Design univ_shift_reg, sky130hd; sources not shown.
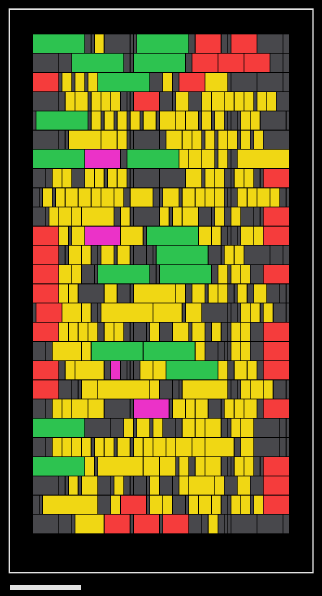
Figure 1: placed cells, one colour a class.
Bar = 10 um. Fill, decap, tap and diode cells in grey.
colour	class	cells	share of their area
yellow	combinational and other logic	214	61%
magenta	clock drivers and dummy loads	4	2.5%
red	remaining buffers and delay cells	31	17%
green	sequential cells	17	19%
Core Area: 2570 um^2
post-route cell area: 1814 um^2
Final Util: 0.7059
row count: 26
flop share of the area: 0.1876

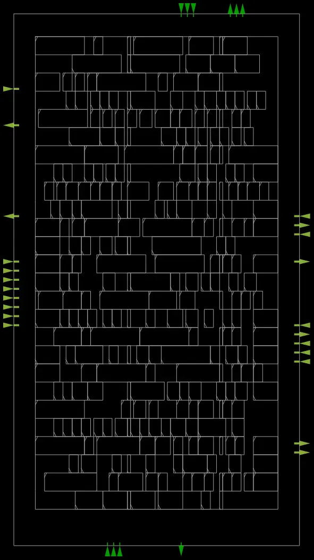
Figure 2: cell outlines without signal wires.
Tapcells: 28
Fillers: 235
seq_cells: 17
Final Non-Filler Cells: 294

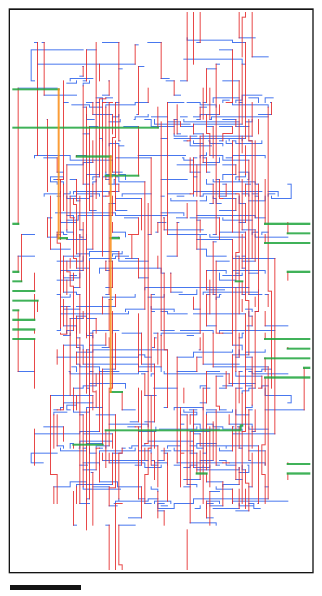
Figure 3: wiring by layer.
Bar = 10 um.
colour	layer	wire length
green	metal 3	133 um
orange	metal 4	54.4 um
red	metal 2	1930 um
blue	metal 1	1330 um
All-Layer GR Usage: 0.2243
via count: 1495
DR WL/cell: 11.72 um
final wirelength: 3447 um

==> results.yml <==
# physical design summary
global_routing:
  grt_pass1_wl_um: 6044
  grt_max_degree: 18
  antenna_found_initial: 0
  gr-total-overflow: 0
  grt_pass1_vias: 1471
worst_hold_path:
  min_path_cells: 2
  hold_path_class: "register to register"
timing:
  max_slew_margin: 0.5201
  rsz0062_at_grt: "false"
  fin_crit_ns: 3.101
  finalHoldViolations: 0
  setup_viol: 0
  period_used_share: 0.5403
  fmax_mhz: 322.4
  slew_viol_final: 0
  hold_slack_ns: 0.2957
  layout_setup_ws_ns: 2.639
  setup_tns_ns: 0
  tightest_slew_ns: 0.7188
cts:
  cts_hold_buf: 0
  cts_resized: 0
  root_buffer: "clkbuf_8"
  clock_sinks: 17
  htreeDepth: 1
  cts_buffer_depth: 2
  clock.latency.late_pin_ns: 0.25
  clkTransAtPathRegs_ns: 0.07
  post_cts_buffers: 0
  cts_buffers: 3
  tritoncts: "yes"
finish:
  lay_top_cells: "nand2_1 (80), inv_1 (33), nand3_1 (31), clkdlybuf4s50_1 (31), nor2_1 (21)"
  combAreaFraction: 0.5131
  nets: 290
  clockNetworkAreaShare: 0.02483
  n_all_buffers: 31
  logic_area_um2: 930.9
  layout_top_cell: "nand2_1"
  layout-drive-gt1-share: 0.09023
  inv_count: 38
  regArea_um2: 340.3
  n_antenna_cell: 0
  logic_gate_count: 176
  area_growth_pct: 24.14
  layout.cells.largest_class: "combinational gates"
  largest_reg_flops: 8
  nClkBuffers: 4
  nonClkBufAreaFrac: 0.1710
yosys:
  top_cells_by_count: "nand2_1 (80), inv_1 (33), nand3_1 (31)"
  ys_cells: 235
  synth_cell_types: 26
  ys_chip_area_um2: 1461
  mux_share: 0
  ys_seq_frac: 0.2329
  ys.flop_type: "dfxtp_1"
  postSynthAreaPerCell_um2: 6.219
  syn_area_um2: 1461
  edf_count: 0
  top_area_frac: 0.2329
  netlist_instances: 235
  ys_ff: 17
  ys_async_sr_fraction: 0
  yosysWarnings: 6
  simple_gate_share: 0.5685
  yosys.area.top_type: "dfxtp_1"
  adder_share: 0.01712
  ys_sh_xor: 0.005993
  top_logic_kind: "simple AND/OR/NAND/NOR gates"
  compound_area_frac: 0.04538
  top_cells_by_area: "dfxtp_1 (23%), nand2_1 (21%), nand3_1 (11%), inv_1 (8.5%), nor2_1 (5.4%)"
  post-synth-top-count-cell: "nand2_1"
pwr:
  pwr-share-clk: 0.254
  comb_power_share: 0.349
  power_uw: 349.5
  p_seq_frac: 0.397
  ir_drop_v: 0.0001679
  sw_frac_of_total: 0.3328
  power.leakage_uw: 0.0008956
  switchingPower_uw: 116.3
  powerDensity_nw_per_um2: 192.7
  power.internal_uw: 233.2
routing:
  drt-pass1-iter-count: 4
  drt-initial-drc-count: 46
  drc: 0
  drtAntennaViolNets: 0
  routed_via_density: 5.085
place:
  hpwlAfterDp_um: 2741
  place_congestion: 0.8696
  placed_cell_area_um2: 1769
  post-place-cells: 290
  pre_cts_ws_ns: 2.764
  port_buffers: 31
worst_setup_path:
  path_class: "register to primary output"
  cp_num_buf_inv: 2
  crit_top_cell: "nand2_1"
  crit_path_max_fanout: 17
  start_kind: "register"
  cpLargestDelayFamily: "flip-flops"
  worst-path-stages: 7
  critical_path.max_stage_delay_ns: 0.78
  cp_data_arrival_time_ns: 2.33
  reg2reg_depth: 13
  crit_required_ns: 4.97
  reg2reg_slack_ns: 3.23
  crit_slowest_cell: "dfxtp_1"
  endpoint_kind: "primary output"
  cp_cell_sequence: "inv_6 -> nand2_1 -> nand2_1 -> nand2_1 -> nand3_1 -> o21ai_1 -> clkdlybuf4s50_1"
floorplanning:
  pin_count: 32
  dieWidth_um: 42.79
  fp_util: 0.5686
  die_area_um2: 3404
  die_y_um: 79.57
job:
  tool_warnings: 26
  max_cap_viol_count: 0
outcome:
  status: "complete, no violations"
## routing by layer
| layer | track usage | vias to the layer above | routed length [um] |
|---|---|---|---|
| met3 | 0.02935 | 5 | 132 |
| met1 | 0.2295 | 659 | 1332 |
| met4 | 0.09346 | 0 | 54 |
| met2 | 0.4307 | 35 | 1927 |
| li1 | - | 796 | - |
| met5 | 0 | - | 0 |
## power by group through the flow
stage | clock network, uW | registers (uW) | logic (uW)
3_5_place_dp | 0 | 142 | 121
2_1_floorplan | 0 | 139 | 77.2
5_1_grt | 94.7 | 140 | 139
4_1_cts | 92.0 | 139 | 122
3_3_place_gp | 0 | 141 | 120
6_report | 88.7 | 139 | 122
## worst reg2reg max path: cells and delay by family, from the launching register on
kind | cells | cell delay (ns)
buf+inv | 4 | 0.39
flops | 1 | 0.78
simple gates | 9 | 1.04
Power is estimated from default activity; no workload was simulated.
